### config.mk
export PLATFORM = sky130hd
export DESIGN_NAME = mix_state_digest
export DESIGN_NICKNAME = d
export VERILOG_FILES = /design/src/rtl/mix_pkg.sv /design/src/rtl/mix_lane_sum.sv /design/src/rtl/mix_state_digest.sv
export SDC_FILE = /design/constraint.sdc
export NUM_CORES = 1
export LEC_CHECK = 0
export ABC_AREA = 1
export CAP_MARGIN = 20
export CORE_AREA = 4 4 147 149
export DETAILED_ROUTE_END_ITERATION = 8
export DIE_AREA = 0 0 151 153
export PLACE_DENSITY = 0.95
export SLEW_MARGIN = 20
export SYNTH_ARGS = -nofsm -noshare
export SYNTH_HDL_FRONTEND = slang
export SYNTH_HIERARCHICAL = 1
export SYNTH_SLANG_ARGS = --single-unit
### constraint.sdc
create_clock -name clk -period 2.8 [get_ports clk]
set_input_delay 0.28 -clock clk [delete_from_list [all_inputs] [get_ports clk]]
set_output_delay 0.28 -clock clk [all_outputs]
set_load 0.1 [all_outputs]
### src/rtl/mix_pkg.sv
// Shared definitions for the mixing-state digest slice.
//   MIX_NUM_WORDS : words per generator state beat
//   MIX_WIDTH     : bits per word and signature width
//   digest_state_t: digest FSM states
//   rotl1         : rotate-left-by-one used by the signature fold
package mix_pkg;

    localparam int MIX_NUM_WORDS = 8;
    localparam int MIX_WIDTH     = 32;

    typedef enum logic [1:0] {
        IDLE,
        ACCUM,
        DONE
    } digest_state_t;

    function automatic logic [MIX_WIDTH-1:0] rotl1(input logic [MIX_WIDTH-1:0] v);
        return {v[MIX_WIDTH-2:0], v[MIX_WIDTH-1]};
    endfunction

endpackage

### src/rtl/mix_lane_sum.sv
// Combinational sum of all words of one state beat, wrapping mod 2^WIDTH.
// Ports:
//   words : NUM_WORDS packed words, word i at [i*WIDTH +: WIDTH]
//   sum   : wrapped sum of all words (carries out of the top bit dropped)
module mix_lane_sum
    import mix_pkg::*;
#(
    parameter int NUM_WORDS = MIX_NUM_WORDS,
    parameter int WIDTH     = MIX_WIDTH
) (
    input  logic [NUM_WORDS*WIDTH-1:0] words,
    output logic [WIDTH-1:0]           sum
);

    always_comb begin
        sum = '0;
        for (int unsigned i = 0; i < NUM_WORDS; i++) begin
            sum = sum + words[i*WIDTH +: WIDTH];
        end
    end

endmodule

### src/rtl/mix_state_digest.sv
// Folds a programmed number of generator state beats into one rolling
// signature and presents it on a held valid/ready output.
// Ports:
//   clk, rst_n           : clock, asynchronous active-low reset
//   start                : one-cycle pulse, starts a run (IDLE only)
//   in_valid/in_ready    : input beat handshake
//   in_data              : NUM_WORDS packed words per beat
//   dig_valid/dig_ready  : digest handshake, held until taken
//   dig_data             : final signature
//   busy                 : run in progress (ACCUM or DONE)
// The signature fold uses mix_pkg::rotl1, so WIDTH must equal MIX_WIDTH.
module mix_state_digest
    import mix_pkg::*;
#(
    parameter int               NUM_WORDS = MIX_NUM_WORDS,
    parameter int               WIDTH     = MIX_WIDTH,
    parameter int               BEATS     = 16,
    parameter logic [WIDTH-1:0] SEED      = '0
) (
    input  logic                       clk,
    input  logic                       rst_n,
    input  logic                       start,
    input  logic                       in_valid,
    output logic                       in_ready,
    input  logic [NUM_WORDS*WIDTH-1:0] in_data,
    output logic                       dig_valid,
    input  logic                       dig_ready,
    output logic [WIDTH-1:0]           dig_data,
    output logic                       busy
);

    localparam int CW = $clog2(BEATS + 1);
    localparam logic [CW-1:0] BEATS_C = CW'(BEATS);

    digest_state_t    state;
    logic [CW-1:0]    cnt;
    logic [WIDTH-1:0] sig;
    logic [WIDTH-1:0] lane_sum;
    logic [WIDTH-1:0] lane_q;
    logic             s1_valid;
    logic             accept;

    mix_lane_sum #(
        .NUM_WORDS (NUM_WORDS),
        .WIDTH     (WIDTH)
    ) u_lane_sum (
        .words (in_data),
        .sum   (lane_sum)
    );

    // in_ready is a pure decode of registered state and counter, so the
    // upstream sees no combinational path from its own in_valid.
    assign in_ready  = (state == ACCUM) && (cnt < BEATS_C);
    assign accept    = in_valid && in_ready;
    assign dig_valid = (state == DONE);
    assign dig_data  = sig;
    assign busy      = (state != IDLE);

    always_ff @(posedge clk or negedge rst_n) begin
        if (!rst_n) begin
            state    <= IDLE;
            cnt      <= '0;
            sig      <= SEED;
            lane_q   <= '0;
            s1_valid <= 1'b0;
        end else begin
            // Stage 1: register the lane sum of each accepted beat.
            s1_valid <= accept;
            if (accept) begin
                lane_q <= lane_sum;
            end

            case (state)
                IDLE: begin
                    if (start) begin
                        state <= ACCUM;
                        sig   <= SEED;
                        cnt   <= '0;
                    end
                end
                ACCUM: begin
                    if (accept) begin
                        cnt <= cnt + 1'b1;
                    end
                    // Stage 2: fold the previous beat into the signature.
                    if (s1_valid) begin
                        sig <= WIDTH'(rotl1(MIX_WIDTH'(sig))) ^ lane_q;
                    end
                    // Counter full with the last sum in flight: this edge
                    // performs the final fold.
                    if ((cnt == BEATS_C) && s1_valid) begin
                        state <= DONE;
                    end
                end
                DONE: begin
                    if (dig_ready) begin
                        state <= IDLE;
                    end
                end
                default: state <= IDLE;
            endcase
        end
    end

endmodule

Figure 1. Routed metal per tile.
(2 px per um) The die is cut into 30 by 31 equal tiles; dark blue is low, red is high, scaled to the fullest tile. Values are wire area over tile area, all layers added.
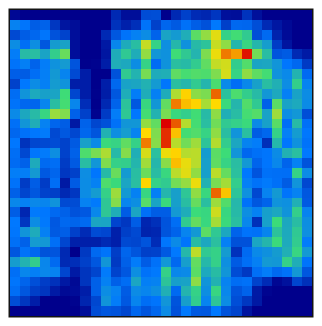
7.4% of the tiles are nearly empty. 14% of the tiles are over half the peak. The fullest tile reaches 0.93. The mean over all tiles is 0.27. The densest ninth of the die: center.

Figure 2. Cell outlines without signal wires.
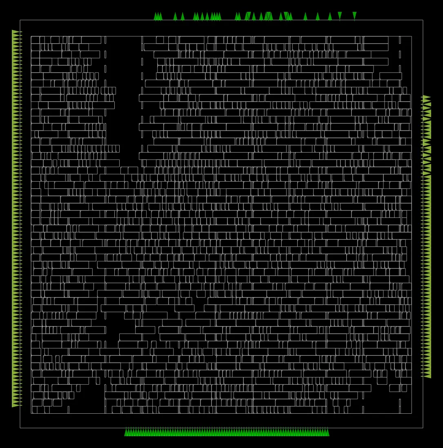
Cell Count, Final, Fillers Out: 2076
flip-flops: 72
flop share of the area: 11.15%
Cell Rows: 52
final core utilization: 80.12%

==> run notes <==
The layout was made with Yosys and OpenROAD.

The flow ran to the end, but the final reports show violations. The checks that failed: setup timing. The cell count after synthesis came out at 1425.

The timing report gives the clock slew at the launch and capture registers of the worst setup and hold paths as 0.06 ns. The combinational family with the most area after synthesis is adder cells. The maximum buffer depth of the clock tree is 2. For the finished layout, the period the worst path requires is 3.941 ns.

The post-synth net total is 1903. The signed area change from the synthesized netlist to the final layout is 50.28%. The number of setup buffers added after CTS is 20. The global route stage reports its total congestion overflow as 0. Per the final report, max-transition violations number 0. The multiplexer share of the synthesized area is 0%. The number of endpoints failing setup at the final stage is 29. The core outline area is 20170 um^2. The CTS tree is yes. The worst clock skew is 0.009377 ns. Per the detail_route report, routed wire per instance is 17.73 um.

As reported, the later end of the worst-skew pair has a clock insertion delay of 0.34 ns. The distinct cell type count after synthesis is 35. STA shows the worst reg2reg path with a cell count of 6. The synthesized netlist devotes 21.29% of its cell area to simple gates. The total global routing track utilization is 28.23%. The number of warnings reported in the stage logs is 30. The beginning of the critical path is in_data[12]. The routed via count is 10850. The combinational cell area excluding buffers and inverters is 8633 um^2. The count of clock-net buffers in the final layout is 13. The cell area that synthesis handed to floorplanning was 10750 um^2. The cell family contributing the most delay on the critical path is adder cells.

STA lists the endpoint of the worst register-to-register path as dig_data[13]. The post-synthesis chip area from yosys is 10750 um^2. The async set or reset register ratio after synthesis is 100.0%. The smallest setup slack after layout is -1.141 ns. The final layout report lists a non-clock buffer count of 383. The maximum number of pins on one net before global-route repair is 39. The post-route antenna net violation count is 0.

At the floorplan stage, the core utilization is reported as 53.31%. The flip-flop and latch count after synthesis is 72. The logic share of the area is 53.43%. The final design was reported to hold multi-input combinational gates totalling 866. The number of cells on the critical path is 19.

The number of diodes is 0. The minimum setup slack after placement is -1.719 ns. The number of antenna violations at the first check in global routing was 0. The maximum fanout encountered on the critical timing path is 4.

Setup repair after global routing could not meet its margin everywhere. The top-area cell type share of the netlist area is 34.07%. The CTS root buffer is clkbuf_16. The worst setup path is launched from an input pin. In the final layout, clock buffers and inverters account for 1.858% of the cell area. The tally of max-capacitance violations is 0.

Counting instances in the post-synthesis netlist gives the leading cell types as inv_1 (464), nand2_1 (360), fa_1 (183), nor2_1 (80), dfrtp_1 (72). The area fraction in xor and xnor cells is 3.991%. The via count of the first global-routing pass is 11720. The via count normalized by instance count is 5.228. The cell sequence reported for the critical path is dlygate4sd2_1 -> inv_2 -> fa_2 -> inv_2 -> fa_2 -> fa_1 -> inv_1 -> fa_1 -> inv_2 -> ha_4 -> nand2_4 -> inv_2 -> nand2_2 -> inv_2 -> nand2_1 -> nand3b_1 -> xor2_1 -> nand2_1 -> nand2_1. After its last routability iteration, the placer logged a weighted congestion of 0.9142.

The count of buffers from port buffering is 295. The detailed-route wire length is 36810 um. For reference, the top cells by area after synthesis are fa_1 (34%), dfrtp_1 (17%), inv_1 (16%), nand2_1 (13%), ha_1 (4.0%).
Figure 3. Sequential cells grouped by signal name.
(4 px per um)
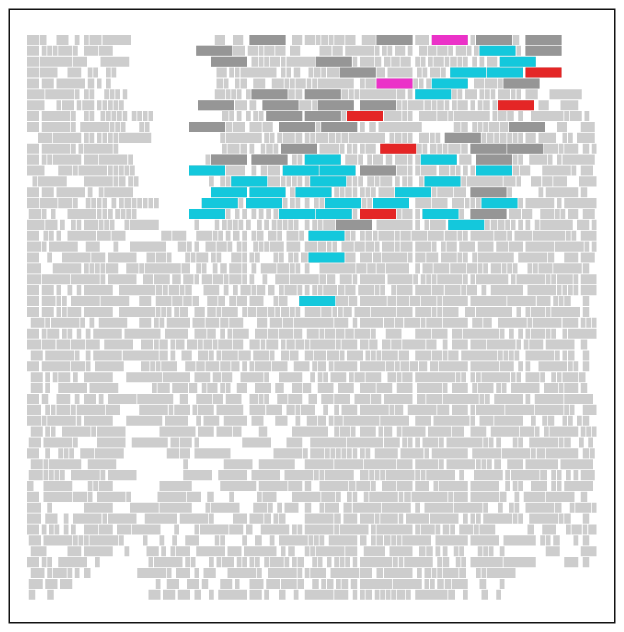
Magenta marks state, sequential cells 2. Red marks cnt, sequential cells 5. Cyan marks lane_q, sequential cells 32.
Another 33 sequential cells are not colored.

Figure 4. Nets reached from selected ports.
(3 px per um)
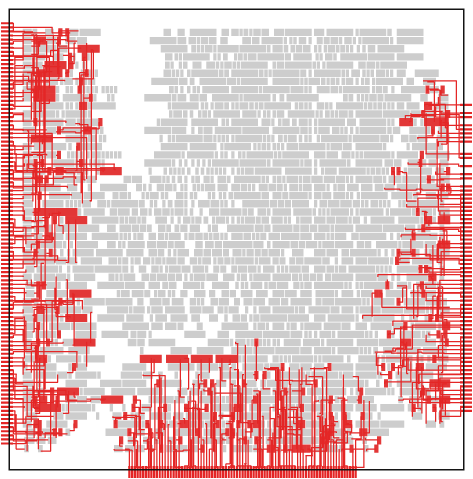
Red marks in_data, bits 256, direction input, edge 104 west, 83 south, 69 east, end cells 233, buffers 256, wire 6930 um.

[metrics by stage]
stage / area, um^2 / hold slack, ns
2_1_floorplan: 11120 / -0.01559
3_3_place_gp: 14700 / 0.4066
3_5_place_dp: 14700 / 0.4172
4_1_cts: 15490 / 0.06984
5_1_grt: 16160 / 0.09050
6_report: 16160 / 0.04211
[layer usage]
metal / share of wire, % / routed length (um) / GRT usage (%)
met5: 0 / 0 / 0
met4: 7.0 / 2588 / 15.16
met3: 8.6 / 3160 / 5.537
met2: 54 / 19830 / 54.64
met1: 31 / 11230 / 27.40
[cells in the final DEF (no fill, tap or decap), types with 5 or more instances in the layout]
| cell type | instances |
|---|---|
| a21oi_2 | 18 |
| a21oi_4 | 9 |
| and2_4 | 6 |
| buf_2 | 54 |
| buf_4 | 94 |
| buf_6 | 40 |
| clkbuf_16 | 9 |
| clkbuf_2 | 17 |
| clkdlybuf4s15_1 | 25 |
| clkdlybuf4s50_1 | 73 |
| dfrtp_1 | 72 |
| dlygate4sd2_1 | 63 |
| dlymetal6s2s_1 | 10 |
| fa_1 | 156 |
| fa_2 | 27 |
| ha_1 | 5 |
| ha_4 | 29 |
| inv_1 | 286 |
| inv_2 | 173 |
| inv_4 | 8 |
| nand2_1 | 279 |
| nand2_2 | 48 |
| nand2_4 | 38 |
| nand3_1 | 43 |
| nand3_2 | 11 |
| nand3_4 | 11 |
| nand4_1 | 10 |
| nor2_1 | 58 |
| nor2_2 | 11 |
| nor2_4 | 19 |
| o21ai_0 | 6 |
| xnor2_1 | 34 |
| xor2_1 | 8 |
[flip-flops by register name (all words and copies together), names as in the netlist]
signal	cells
cnt	5
dig_data	32
lane_q	32
state	2
s1_valid	1
